gate_families.png
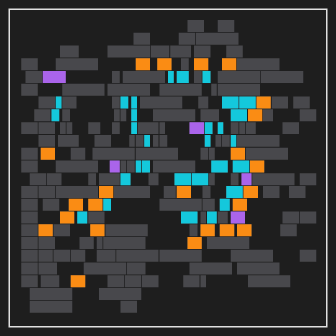
final_congestion.png
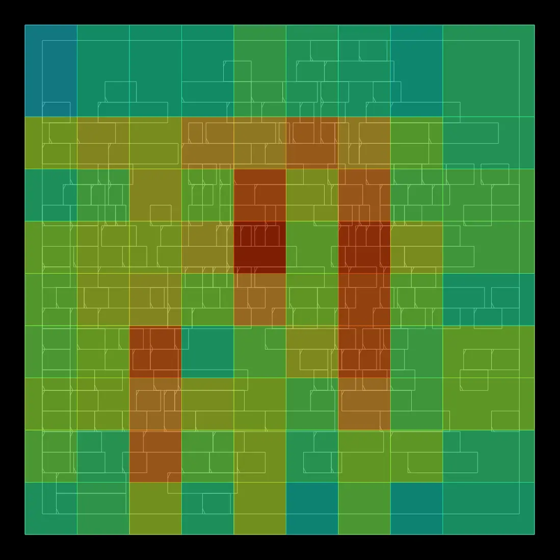
registers.png
Bar = 20 um.
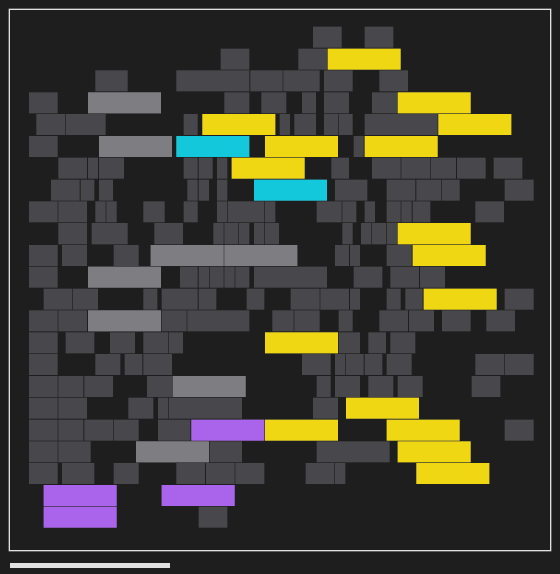
## src/rtl/hazard_tracker.sv

```systemverilog
// hazard_tracker: tracks the EX and MEM/WB slot destinations for the forwarding
// controller and detects load-use hazards, stalling decode and injecting bubbles.
module hazard_tracker #(
  parameter int unsigned LOAD_LATENCY = 1,
  parameter int unsigned CNT_W        = 16
) (
  input  logic             clock,
  input  logic             reset,
  input  logic [23:0]      id_instruction,
  input  logic             id_valid,
  input  logic             mem_stall,
  input  logic             flush,
  output logic [3:0]       reg_hazard,
  output logic             write_instruction,
  output logic [3:0]       reg_hazard_2,
  output logic             write_instruction_2,
  output logic             load_use_stall,
  output logic [CNT_W-1:0] stall_count
);

  localparam int unsigned REG_W = 4;
  localparam int unsigned LAT_W = 2;
  localparam logic [LAT_W-1:0] LAT_INIT = LAT_W'(LOAD_LATENCY - 1);

  localparam logic [1:0]       CLS_ALU_REG = 2'b00;
  localparam logic [1:0]       CLS_ALU_IMM = 2'b01;
  localparam logic [1:0]       CLS_MEM     = 2'b10;
  localparam logic [3:0]       OP_LOAD     = 4'b0000;
  localparam logic [3:0]       OP_STORE    = 4'b0001;

  typedef struct packed {
    logic [REG_W-1:0] rd;
    logic             we;
    logic             is_load;
  } slot_t;

  typedef enum logic {
    IDLE  = 1'b0,
    STALL = 1'b1
  } state_t;

  slot_t            slot1, slot2, dec;
  state_t           state, state_nxt;
  logic [LAT_W-1:0] cnt, cnt_nxt;
  logic             reads_b, detect;
  logic [1:0]       cls;
  logic [3:0]       op, ra, rb;
  logic             unused_bits;

  assign cls         = id_instruction[23:22];
  assign op          = id_instruction[21:18];
  assign ra          = id_instruction[13:10];
  assign rb          = id_instruction[9:6];
  assign unused_bits = ^id_instruction[5:0];

  // Decode the instruction in ID into a slot record and its rB usage
  always_comb begin
    dec         = '0;
    reads_b     = 1'b0;
    dec.rd      = id_instruction[17:14];
    dec.is_load = (cls == CLS_MEM) && (op == OP_LOAD);
    dec.we      = (cls == CLS_ALU_REG) || (cls == CLS_ALU_IMM) || dec.is_load;
    reads_b     = (cls == CLS_ALU_REG) || ((cls == CLS_MEM) && (op == OP_STORE));
  end

  // Load in EX whose rd is a source of the decode instruction (rA read by every class)
  always_comb begin
    detect = slot1.is_load && id_valid && !flush &&
             ((ra == slot1.rd) || (reads_b && (rb == slot1.rd)));
  end

  // FSM state register and remaining-stall counter
  always_ff @(posedge clock or posedge reset) begin
    if (reset) begin
      state <= IDLE;
      cnt   <= '0;
    end else begin
      state <= state_nxt;
      cnt   <= cnt_nxt;
    end
  end

  // Next state: frozen pipeline holds everything, flush always returns to IDLE
  always_comb begin
    state_nxt = state;
    cnt_nxt   = cnt;
    if (!mem_stall) begin
      if (flush) begin
        state_nxt = IDLE;
        cnt_nxt   = '0;
      end else begin
        case (state)
          IDLE: begin
            if (detect && (LOAD_LATENCY > 1)) begin
              state_nxt = STALL;
              cnt_nxt   = LAT_INIT;
            end
          end
          STALL: begin
            cnt_nxt = cnt - LAT_W'(1);
            if (cnt == LAT_W'(1)) begin
              state_nxt = IDLE;
            end
          end
          default: begin
            state_nxt = IDLE;
            cnt_nxt   = '0;
          end
        endcase
      end
    end
  end

  // Stall output: detect in IDLE, held high in STALL, killed by flush
  always_comb begin
    load_use_stall = 1'b0;
    if (!flush) begin
      case (state)
        IDLE:    load_use_stall = detect;
        STALL:   load_use_stall = 1'b1;
        default: load_use_stall = 1'b0;
      endcase
    end
  end

  // Slot pipeline: bubble into EX on flush, stall or invalid decode
  always_ff @(posedge clock or posedge reset) begin
    if (reset) begin
      slot1 <= '0;
      slot2 <= '0;
    end else if (!mem_stall) begin
      slot2 <= slot1;
      slot1 <= (flush || load_use_stall || !id_valid) ? slot_t'('0) : dec;
    end
  end

  // Saturating count of unfrozen stall cycles
  always_ff @(posedge clock or posedge reset) begin
    if (reset) begin
      stall_count <= '0;
    end else if (load_use_stall && !mem_stall && (stall_count != {CNT_W{1'b1}})) begin
      stall_count <= stall_count + CNT_W'(1);
    end
  end

  assign reg_hazard          = slot1.rd;
  assign write_instruction   = slot1.we;
  assign reg_hazard_2        = slot2.rd;
  assign write_instruction_2 = slot2.we;

endmodule

```

## config.mk

```make
export PLATFORM = sky130hd
export DESIGN_NAME = hazard_tracker
export DESIGN_NICKNAME = d
export VERILOG_FILES = /design/src/rtl/hazard_tracker.sv
export SDC_FILE = /design/constraint.sdc
export NUM_CORES = 1
export LEC_CHECK = 0
export CORE_MARGIN = 2
export CORE_UTILIZATION = 40
export CTS_BUF_LIST = sky130_fd_sc_hd__clkbuf_16
export DETAILED_ROUTE_END_ITERATION = 12
export PLACE_DENSITY = 0.72
export SETUP_SLACK_MARGIN = 0.3
export SLEW_MARGIN = 20
export SYNTH_ARGS = -nofsm -noshare
export SYNTH_HDL_FRONTEND = slang
export SYNTH_SLANG_ARGS = --single-unit
```

## constraint.sdc

```tcl
create_clock -name clock -period 5.35 [get_ports clock]
set_clock_uncertainty 0.05 [all_clocks]
set_input_delay 0.8025 -clock clock [delete_from_list [all_inputs] [get_ports clock]]
set_output_delay 0.8025 -clock clock [all_outputs]
set_load 0.1 [all_outputs]
```

==> flow_metrics.tcl <==
# implementation run metrics
set metrics [dict create \
    status "finished, final reports clean" \
    ctsResizeCount 0 \
    first_global_vias 1282 \
    actual_transition_at_the_worst_max_transition_pin_ns 0.975 \
    synthTopCellsByArea "dfrtp_1, xor2_1, nor3_2, mux2_2, a22o_1" \
    synth_area_um2 1600 \
    clkLatencyLatePin_ns 0.27 \
    route.final.wire_length_um 3370 \
    synth.ff_latch_count 30 \
    critPathRequiredTime_ns 4.50 \
    synth-edff-count 0 \
    die_width_um 67.3 \
    detailroute.via_count 1296 \
    common_cells "dfrtp_1, xor2_1, nand2_1, nor2_1" \
    vdd.ir_drop.worst_v 0.000158 \
    finalInstanceArea_um2 2250 \
    route.layer.met1.wl_um 1430 \
    timing.critical_path.fanout_max 2 \
    cts_hold_buffers 0 \
    final_layout_top_logic_cells "clkdlybuf4s50_1, dfrtp_1, xor2_1" \
    finalNetCount 229 \
    cts_tree "yes" \
    chip_area_um2 4530 \
    post-cts-setup-buffer-count 0 \
    number_of_logged_tool_warnings 32 \
    first_pass_grt_wire_length_um 5700 \
    synth_dominant_cell_count "dfrtp_1" \
    setup_viol_count_final 0 \
    synthDistinctLibCells 29 \
    i_o_pin_cnt 56 \
    relSlewSlack_pct 34.8 \
    tritoncts_num_sinks 30 \
    route.top_layer_used "met4" \
    post-layout-total-power_uw 620 \
    yosysWarnings 0 \
    share_of_cells_above_drive_strength_1_pct 14.1 \
    cts_buffers 5 \
    drc_errors 0 \
    finalHoldViolCount 0 \
    setup_tns_ns 0 \
    clkSlewWorstSetupHoldPaths_ns 0.05 \
    post_dp_cell_area_um2 2110 \
    timing.max_cap.violations 0 \
    met3RoutedLength_um 259 \
    synthArstFlopShare_pct 100 \
    p_leak_nw 1.02 \
    grt_start_max_net_pins 31 \
    floorplan.initialDensity_pct 40.7 \
    grt_setup_unrepaired "false" \
    fin_worst_hold_slack_ns 0.444 \
    clk_path_buf_depth 2 \
    placementRows 23 \
    finalWorstPathRequiredPeriod_ns 3.90 \
    slew_violations 0 \
    timing.critical_path.to_type "output pin" \
    syn_area_per_cell_um2 10.8 \
    die-height_um 67.3 \
    avgViaCountPerCell 5.20 \
    cts_root_buffer "clkbuf_16" \
    yosys_area_um2 1600 \
    detailedPlace.worstSlack_ns 1.45 \
]
Back to the opening pictures, gate_families.png:
legend:
  orange:
    family: XOR/XNOR gates
    cells: 23
    most_used: xor2_1
  purple:
    family: AND and OR gates
    cells: 5
    most_used: and4_1
  cyan:
    family: NOR gates
    cells: 30
    most_used: nor2_1
fraction of area in multi-input gates: 35.1%
most common cell after layout, fill and taps aside: clkdlybuf4s50_1
final cell count without fillers: 249

Back to the opening pictures, final_congestion.png:
global routing's busiest layer: met2
detailed-route wire length per cell: 13.5 um
total track usage: 17.1%

Back to the opening pictures, registers.png:
legend:
  purple:
    name_in_the_netlist: reg_hazard_2
    flops: 4
    where: bottom left
  cyan:
    name_in_the_netlist: cnt
    flops: 2
  yellow:
    name_in_the_netlist: stall_count
    flops: 16
sequential portion of the cell area: 33.4%
utilization after layout: 57.1%
storage element area: 751 um2

==> flip-flops by register name, indices dropped and copies added (netlist names) <==
signal / cells
reg_hazard_2: 4
reg_hazard: 4
slot1: 1
cnt: 2
stall_count: 16
write_instruction: 1
state: 1
write_instruction_2: 1
==> final timing paths <==
path / slack [ns] / from / to / depth (start not counted)
worst max-delay path: 1.45 / id_instruction[19] / load_use_stall / 7
worst min-delay path: 0.44 / stall_count[8] / stall_count[8] / 1
worst max register to register: 3.28 / reg_hazard[3] / stall_count[1] / 6
worst min register to register: 0.44 / stall_count[8] / stall_count[8] / 1
max in group asynchronous: 3.97 / reset / stall_count[2] / 2
min in group asynchronous: 0.88 / reset / stall_count[10] / 2
==> final cells by class <==
cell class	count	area [um2]
Clock buffer	5	125
Multi-Input combinational cell	107	790
Timing Repair Buffer	50	495
Fill cell	315	1690
Inverter	4	15.0
Sequential cell	30	751
Clock inverter	3	12.5
Tap cell	50	62.6
==> critical path, cell delays in order <==
cell	delay (ns)
clkdlybuf4s50_1	0.43
or4b_4	0.55
a211oi_2	0.30
a21oi_1	0.14
or3_1	0.37
a21oi_1	0.15
buf_4	0.31
==> cells by family after synthesis <==
group / after synthesis / share of synthesized area [%]
AOI/OAI and AO/OA: 15 / 8.03
xor gates and xnor gates: 23 / 12.6
adders and majority gates: 2 / 1.56
buffers and inverters: 11 / 3.98
DFF: 30 / 46.8
muxes: 6 / 4.21
and+or+nand+nor: 61 / 22.9
==> power breakdown <==
part | leakage, nW | internal [mW] | total, mW | switching [mW]
clock network | 0.0724 | 0.167 | 0.260 | 0.0925
registers | 0.413 | 0.236 | 0.244 | 0.00869
logic | 0.535 | 0.0389 | 0.115 | 0.0765
total | 1.02 | 0.442 | 0.620 | 0.178
Power and IR drop assume default switching activity.
